==> src/rtl/id_hazard_ctrl_if.sv <==
// ID-stage control/hazard bundle: instruction and pipeline sideband in, ID/EX controls and stall/flush out.
interface id_hazard_ctrl_if;
    logic [31:0] instr;
    logic        instr_valid;
    logic        equal_to;
    logic [4:0]  id_ex_rd;
    logic        id_ex_reg_write;
    logic        id_ex_mem_read;
    logic [4:0]  ex_mem_rd;
    logic        ex_mem_mem_read;

    logic [1:0]  ex_alu_op;
    logic        ex_alu_src;
    logic        m_branch;
    logic        m_mem_read;
    logic        m_mem_write;
    logic        wb_reg_write;
    logic        wb_mem_to_reg;
    logic        pc_write;
    logic        if_id_write;
    logic        if_id_flush;
    logic        md_start;
    logic        illegal_instr;
    logic [31:0] stall_cnt;

    modport master (
        output instr, instr_valid, equal_to, id_ex_rd, id_ex_reg_write, id_ex_mem_read,
               ex_mem_rd, ex_mem_mem_read,
        input  ex_alu_op, ex_alu_src, m_branch, m_mem_read, m_mem_write, wb_reg_write,
               wb_mem_to_reg, pc_write, if_id_write, if_id_flush, md_start, illegal_instr, stall_cnt
    );

    modport slave (
        input  instr, instr_valid, equal_to, id_ex_rd, id_ex_reg_write, id_ex_mem_read,
               ex_mem_rd, ex_mem_mem_read,
        output ex_alu_op, ex_alu_src, m_branch, m_mem_read, m_mem_write, wb_reg_write,
               wb_mem_to_reg, pc_write, if_id_write, if_id_flush, md_start, illegal_instr, stall_cnt
    );
endinterface

==> src/rtl/id_hazard_ctrl.sv <==
// ID-stage decoder plus load-use / branch / multi-cycle muldiv hazard control.
// Latency: controls combinational from ID; stall_cnt and muldiv FSM registered. Backpressure: stall freezes PC and IF/ID, bubbles ID/EX.
module id_hazard_ctrl #(
    parameter int MULDIV_EN  = 1,
    parameter int MUL_CYCLES = 3,
    parameter int DIV_CYCLES = 8
) (
    input logic              clk,
    input logic              rst_n,
    id_hazard_ctrl_if.slave  hz
);
    typedef enum logic {RUN, MD_WAIT} state_t;

    typedef struct packed {
        logic [1:0] alu_op;
        logic       alu_src;
        logic       branch;
        logic       mem_read;
        logic       mem_write;
        logic       reg_write;
        logic       mem_to_reg;
    } ctrl_t;

    state_t      state, state_nxt;
    logic [3:0]  md_cnt, md_cnt_nxt;
    logic [31:0] stall_cnt_q;

    logic [6:0]  opcode;
    logic [2:0]  funct3;
    logic [6:0]  funct7;
    logic [4:0]  rs1, rs2;
    logic [3:0]  md_lat;
    ctrl_t       ctrl_dec, ctrl_out;
    logic        legal, is_br, is_md, uses_rs2;
    logic        load_use, branch_dep, stall, issue_md, md_start_c;
    logic        unused_rd;

    assign opcode    = hz.instr[6:0];
    assign funct3    = hz.instr[14:12];
    assign funct7    = hz.instr[31:25];
    assign rs1       = hz.instr[19:15];
    assign rs2       = hz.instr[24:20];
    assign unused_rd = ^hz.instr[11:7];
    assign md_lat    = funct3[2] ? 4'(DIV_CYCLES) : 4'(MUL_CYCLES);

    always_comb begin
        ctrl_dec = '0;
        legal    = 1'b0;
        is_br    = 1'b0;
        is_md    = 1'b0;
        uses_rs2 = 1'b0;
        case (opcode)
            7'b0110011: begin
                uses_rs2 = 1'b1;
                is_md    = (funct7 == 7'b0000001);
                legal    = !is_md || (MULDIV_EN != 0);
                ctrl_dec = is_md ? 8'b11_0_0_0_0_1_0 : 8'b10_0_0_0_0_1_0;
            end
            7'b0010011: begin legal = 1'b1; ctrl_dec = 8'b00_1_0_0_0_1_0; end
            7'b0000011: begin legal = 1'b1; ctrl_dec = 8'b00_1_0_1_0_1_1; end
            7'b0100011: begin legal = 1'b1; uses_rs2 = 1'b1; ctrl_dec = 8'b00_1_0_0_1_0_0; end
            7'b1100011: begin
                is_br    = 1'b1;
                uses_rs2 = 1'b1;
                legal    = (funct3 == 3'b000) || (funct3 == 3'b001);
                ctrl_dec = 8'b01_0_1_0_0_0_0;
            end
            default: ;
        endcase
        if (!legal || !hz.instr_valid)
            ctrl_dec = '0;
    end

    // Illegal or empty slots never raise hazards; x0 is never a real dependency.
    always_comb begin
        load_use   = 1'b0;
        branch_dep = 1'b0;
        if (hz.instr_valid && legal) begin
            load_use = hz.id_ex_mem_read && (hz.id_ex_rd != 5'd0) &&
                       ((hz.id_ex_rd == rs1) || (uses_rs2 && hz.id_ex_rd == rs2));
            branch_dep = is_br && (
                (hz.id_ex_reg_write && (hz.id_ex_rd != 5'd0) &&
                    ((hz.id_ex_rd == rs1) || (hz.id_ex_rd == rs2))) ||
                (hz.ex_mem_mem_read && (hz.ex_mem_rd != 5'd0) &&
                    ((hz.ex_mem_rd == rs1) || (hz.ex_mem_rd == rs2))));
        end
    end

    assign stall    = load_use || branch_dep || (state == MD_WAIT);
    assign issue_md = hz.instr_valid && legal && is_md && !stall;

    always_comb begin
        state_nxt  = state;
        md_cnt_nxt = md_cnt;
        md_start_c = 1'b0;
        case (state)
            RUN: begin
                if (issue_md) begin
                    md_start_c = 1'b1;
                    md_cnt_nxt = md_lat - 4'd1;
                    if (md_lat > 4'd1)
                        state_nxt = MD_WAIT;
                end
            end
            MD_WAIT: begin
                md_cnt_nxt = md_cnt - 4'd1;
                if (md_cnt <= 4'd1)
                    state_nxt = RUN;
            end
            default: state_nxt = RUN;
        endcase
    end

    always_ff @(posedge clk) begin
        if (!rst_n) begin
            state       <= RUN;
            md_cnt      <= '0;
            stall_cnt_q <= '0;
        end else begin
            state  <= state_nxt;
            md_cnt <= md_cnt_nxt;
            if (stall && stall_cnt_q != 32'hFFFF_FFFF)
                stall_cnt_q <= stall_cnt_q + 32'd1;
        end
    end

    always_comb begin
        ctrl_out         = '0;
        hz.pc_write      = 1'b0;
        hz.if_id_write   = 1'b0;
        hz.if_id_flush   = 1'b0;
        hz.md_start      = 1'b0;
        hz.illegal_instr = 1'b0;
        if (rst_n) begin
            hz.pc_write      = !stall;
            hz.if_id_write   = !stall;
            hz.illegal_instr = hz.instr_valid && !legal && (state == RUN);
            if (!stall) begin
                ctrl_out       = ctrl_dec;
                hz.md_start    = md_start_c;
                hz.if_id_flush = hz.instr_valid && legal && is_br &&
                                 (funct3[0] ? !hz.equal_to : hz.equal_to);
            end
        end
    end

    assign hz.ex_alu_op     = ctrl_out.alu_op;
    assign hz.ex_alu_src    = ctrl_out.alu_src;
    assign hz.m_branch      = ctrl_out.branch;
    assign hz.m_mem_read    = ctrl_out.mem_read;
    assign hz.m_mem_write   = ctrl_out.mem_write;
    assign hz.wb_reg_write  = ctrl_out.reg_write;
    assign hz.wb_mem_to_reg = ctrl_out.mem_to_reg;
    assign hz.stall_cnt     = stall_cnt_q;
endmodule

==> src/flat_wrapper.sv <==
// flat-port wrapper written by rule: the top's interface ports become plain ports
module id_hazard_ctrl_flat 
#(
    parameter int MULDIV_EN  = 1,
    parameter int MUL_CYCLES = 3,
    parameter int DIV_CYCLES = 8
)
  (clk, rst_n, hz_instr, hz_instr_valid, hz_equal_to, hz_id_ex_rd, hz_id_ex_reg_write, hz_id_ex_mem_read, hz_ex_mem_rd, hz_ex_mem_mem_read, hz_ex_alu_op, hz_ex_alu_src, hz_m_branch, hz_m_mem_read, hz_m_mem_write, hz_wb_reg_write, hz_wb_mem_to_reg, hz_pc_write, hz_if_id_write, hz_if_id_flush, hz_md_start, hz_illegal_instr, hz_stall_cnt);
  id_hazard_ctrl_if hz_i ();
  input logic clk;
  input logic rst_n;
  input wire logic [$bits(hz_i.instr)-1:0] hz_instr;
  input wire logic [$bits(hz_i.instr_valid)-1:0] hz_instr_valid;
  input wire logic [$bits(hz_i.equal_to)-1:0] hz_equal_to;
  input wire logic [$bits(hz_i.id_ex_rd)-1:0] hz_id_ex_rd;
  input wire logic [$bits(hz_i.id_ex_reg_write)-1:0] hz_id_ex_reg_write;
  input wire logic [$bits(hz_i.id_ex_mem_read)-1:0] hz_id_ex_mem_read;
  input wire logic [$bits(hz_i.ex_mem_rd)-1:0] hz_ex_mem_rd;
  input wire logic [$bits(hz_i.ex_mem_mem_read)-1:0] hz_ex_mem_mem_read;
  output wire logic [$bits(hz_i.ex_alu_op)-1:0] hz_ex_alu_op;
  output wire logic [$bits(hz_i.ex_alu_src)-1:0] hz_ex_alu_src;
  output wire logic [$bits(hz_i.m_branch)-1:0] hz_m_branch;
  output wire logic [$bits(hz_i.m_mem_read)-1:0] hz_m_mem_read;
  output wire logic [$bits(hz_i.m_mem_write)-1:0] hz_m_mem_write;
  output wire logic [$bits(hz_i.wb_reg_write)-1:0] hz_wb_reg_write;
  output wire logic [$bits(hz_i.wb_mem_to_reg)-1:0] hz_wb_mem_to_reg;
  output wire logic [$bits(hz_i.pc_write)-1:0] hz_pc_write;
  output wire logic [$bits(hz_i.if_id_write)-1:0] hz_if_id_write;
  output wire logic [$bits(hz_i.if_id_flush)-1:0] hz_if_id_flush;
  output wire logic [$bits(hz_i.md_start)-1:0] hz_md_start;
  output wire logic [$bits(hz_i.illegal_instr)-1:0] hz_illegal_instr;
  output wire logic [$bits(hz_i.stall_cnt)-1:0] hz_stall_cnt;
  assign hz_i.instr = hz_instr;
  assign hz_i.instr_valid = hz_instr_valid;
  assign hz_i.equal_to = hz_equal_to;
  assign hz_i.id_ex_rd = hz_id_ex_rd;
  assign hz_i.id_ex_reg_write = hz_id_ex_reg_write;
  assign hz_i.id_ex_mem_read = hz_id_ex_mem_read;
  assign hz_i.ex_mem_rd = hz_ex_mem_rd;
  assign hz_i.ex_mem_mem_read = hz_ex_mem_mem_read;
  assign hz_ex_alu_op = hz_i.ex_alu_op;
  assign hz_ex_alu_src = hz_i.ex_alu_src;
  assign hz_m_branch = hz_i.m_branch;
  assign hz_m_mem_read = hz_i.m_mem_read;
  assign hz_m_mem_write = hz_i.m_mem_write;
  assign hz_wb_reg_write = hz_i.wb_reg_write;
  assign hz_wb_mem_to_reg = hz_i.wb_mem_to_reg;
  assign hz_pc_write = hz_i.pc_write;
  assign hz_if_id_write = hz_i.if_id_write;
  assign hz_if_id_flush = hz_i.if_id_flush;
  assign hz_md_start = hz_i.md_start;
  assign hz_illegal_instr = hz_i.illegal_instr;
  assign hz_stall_cnt = hz_i.stall_cnt;
  id_hazard_ctrl #(.MULDIV_EN(MULDIV_EN), .MUL_CYCLES(MUL_CYCLES), .DIV_CYCLES(DIV_CYCLES)) u_core (.clk(clk), .rst_n(rst_n), .hz(hz_i));
endmodule
==> config.mk <==
export PLATFORM = sky130hd
export DESIGN_NAME = id_hazard_ctrl_flat
export DESIGN_NICKNAME = d
export VERILOG_FILES = /design/src/rtl/id_hazard_ctrl_if.sv /design/src/rtl/id_hazard_ctrl.sv /design/src/flat_wrapper.sv
export SDC_FILE = /design/constraint.sdc
export NUM_CORES = 1
export LEC_CHECK = 0
export CORE_MARGIN = 2
export CORE_UTILIZATION = 47
export CTS_CLUSTER_DIAMETER = 120
export DETAILED_ROUTE_END_ITERATION = 10
export PLACE_DENSITY = 0.86
export REMOVE_ABC_BUFFERS = 1
export SYNTH_ARGS = -nofsm -noshare
export SYNTH_HDL_FRONTEND = slang
export SYNTH_SLANG_ARGS = --single-unit
export TNS_END_PERCENT = 20
==> constraint.sdc <==
create_clock -name clk -period 4.2 [get_ports clk]
set_clock_uncertainty 0.15 [all_clocks]
set_input_delay 0.63 -clock clk [delete_from_list [all_inputs] [get_ports clk]]
set_output_delay 0.63 -clock clk [all_outputs]
set_load 0.02 [all_outputs]
Figure 1. Close-up of the layout.
Region (25, 25) to (50, 50) µm. Cells in grey, sequential cells in the stronger grey; small squares are vias.
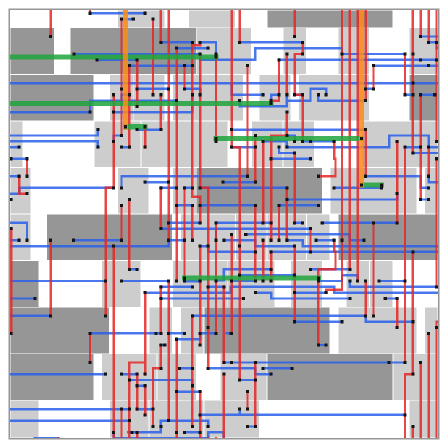
Key: green = M3; blue = M1; red = M2; orange = M4
Most frequent: dfxtp_1 (9), a21oi_1 (5), nand2_1 (4). Netlist names of flops here include u_core.hz.stall_cnt (4), u_core.md_cnt (4). 48 logic cells have their middle in the window. Sequential cells in the window: 9.

Figure 2. Placed cells, one colour a class.
(4 px per µm) Fill, decap, tap and diode cells in grey.
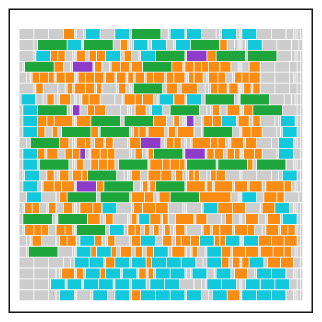
Key: green = sequential cells [cells 37, share of their area 23%]; purple = clock drivers and dummy loads [cells 8, share of their area 2.5%]; orange = remaining logic cells [cells 245, share of their area 47%]; cyan = remaining buffers and delay cells [cells 90, share of their area 27%]
Core ar.: 4820 µm²
end-of-flow core utilization: 0.694
Final Instance Area: 3340 µm²

==> flow_summary.toml <==
# synthesis and place-and-route metrics
[grt]
grt_pass1_vias = 2414
antenna_found_initial = 0
grtUsageMet1 = 0.285
grt_use_met3 = 0.0344
grt_max_degree = 70
grt_overflow = 0
grtUsageMet2 = 0.443
grt_usage = 0.242

[die]
chipWidth_um = 75.4
rows = 25
die_area_um2 = 5680

[placement]
dp_slack_ns = 0.134
dpl_cell_area_um2 = 3260
gp_congestion = 0.911

[sta]
holdWs_ns = 0.350
relSlewSlack = 0.437
rsz0062_at_grt = "no"
finalClockPeriodUsage = 0.966
setup_viol = 0

[logic_synthesis]
synthCells = 303
ys_ff = 37
ys_sh_simple = 0.333
ys_chip_area_um2 = 2390
synthTopLogicFamily = "simple AND/OR/NAND/NOR gates"
ys_cells = 303
dominantRegCellSynth = "dfxtp_1"
ys_sh_xor = 0.0805
synth_seq_share = 0.309
synth-async-reset-ratio = 0
yosys_warnings = 0
top_cell = "dfxtp_1"
synth.area.top_cells = "dfxtp_1, a21oi_1, or3_1"
synth_top_area_share = 0.309

[setup_path]
cp-start-kind = "input pin"
worstPathRequired_ns = 3.42
end_kind = "output port"
r2r-start = "u_core.hz.stall_cnt[16]"

[job]
maxCapViolCount = 0
tool_warnings = 31

[detailed_routing]
vias = 2589
ant_nets = 0
dr.max_layer_used = "met4"
met3_length_um = 202
viasPerCell = 5.79
wl_met2_um = 3600
drc_errors = 0
first_iter_violations = 122

[worst_hold_path]
hp-start = "u_core.hz.stall_cnt[23]"
min_path_cells = 2

[clock_tree]
cts_tree = "yes"
cts_sinks = 37
path_clk_slew_ns = 0.07
clock_latency_ns = 0.30
cts_max_level = 2
post_cts_buffers = 0
cts-root-buf = "clkbuf_8"
cts_resized = 0
cts_inserted_buffers = 5

[status]
status = "finished clean"

[final_layout]
drive_gt1_frac = 0.0395
Figure 3. Placement density heat map.
(4 px per µm) 8 x 8 tiles, from black (low) to pale yellow (high), 0 to 100% covered.
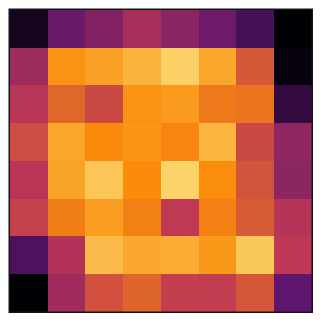
The mean over all tiles is 57%. 3.1% of the tiles are nearly empty. The fullest tile reaches 90%.

Figure 4. Clock distribution.
(8 px per µm)
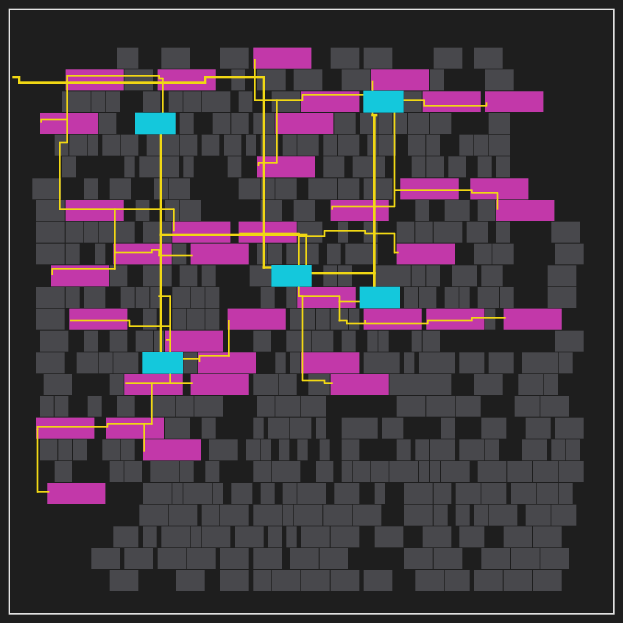
Key: cyan = clock-net drivers [count 5]; yellow = clock wires [length 487 µm]; magenta = flip-flops [count 37]
There are 6 routed clock nets.

-- critical path, cell delays in order --
cell and delay (ns):
clkdlybuf4s50_1 0.46, or4_1 0.56, o21ai_1 0.17, a211oi_2 0.08, nor4_4 0.21, nand3_1 0.22
nor3_1 0.28, clkdlybuf4s50_1 0.66
-- final cells by class --
cell class | count | area, µm²
Inverter | 6 | 22.5
Clock inverter | 2 | 10.0
Fill cell | 434 | 1480
Multi-Input combinational cell | 239 | 1520
Timing Repair Buffer | 90 | 896
Sequential cell | 37 | 741
Tap cell | 67 | 83.8
Clock buffer | 6 | 72.6
-- stage by stage --
stage	TNS (ns)	util
global placement	0	0.677
global route	0	0.694
detailed placement	0	0.677
CTS	0	0.694
floorplan	-1.89	-
finish	0	0.694
-- worst max path at each step --
| stage | slack (ns) | start | endpoint | cells after the start |
|---|---|---|---|---|
| after global routing | 0.03 | hz_ex_mem_rd[0] | hz_wb_mem_to_reg | 8 |
| after detailed placement | 0.13 | hz_ex_mem_rd[0] | hz_wb_mem_to_reg | 8 |
| after floorplan | -0.60 | hz_ex_mem_rd[0] | hz_m_mem_read | 6 |
| after CTS | 0.13 | hz_ex_mem_rd[0] | hz_wb_mem_to_reg | 8 |
| final | 0.14 | hz_ex_mem_rd[0] | hz_wb_mem_to_reg | 8 |
| after global placement | 0.22 | hz_ex_mem_rd[0] | hz_wb_mem_to_reg | 8 |
-- flip-flops by register name (all words and copies together) (netlist names) --
name,flops
u_core.state,1
u_core.md_cnt,4
u_core.hz.stall_cnt,32
-- report_power, final --
group          leakage, nW  internal, mW  switching, mW
sequential           0.298         0.351      0.0000120
combinational        0.735        0.0534         0.0383
clock               0.0450         0.115          0.131
No activity file was given, so power comes from the tool's default toggle rates.
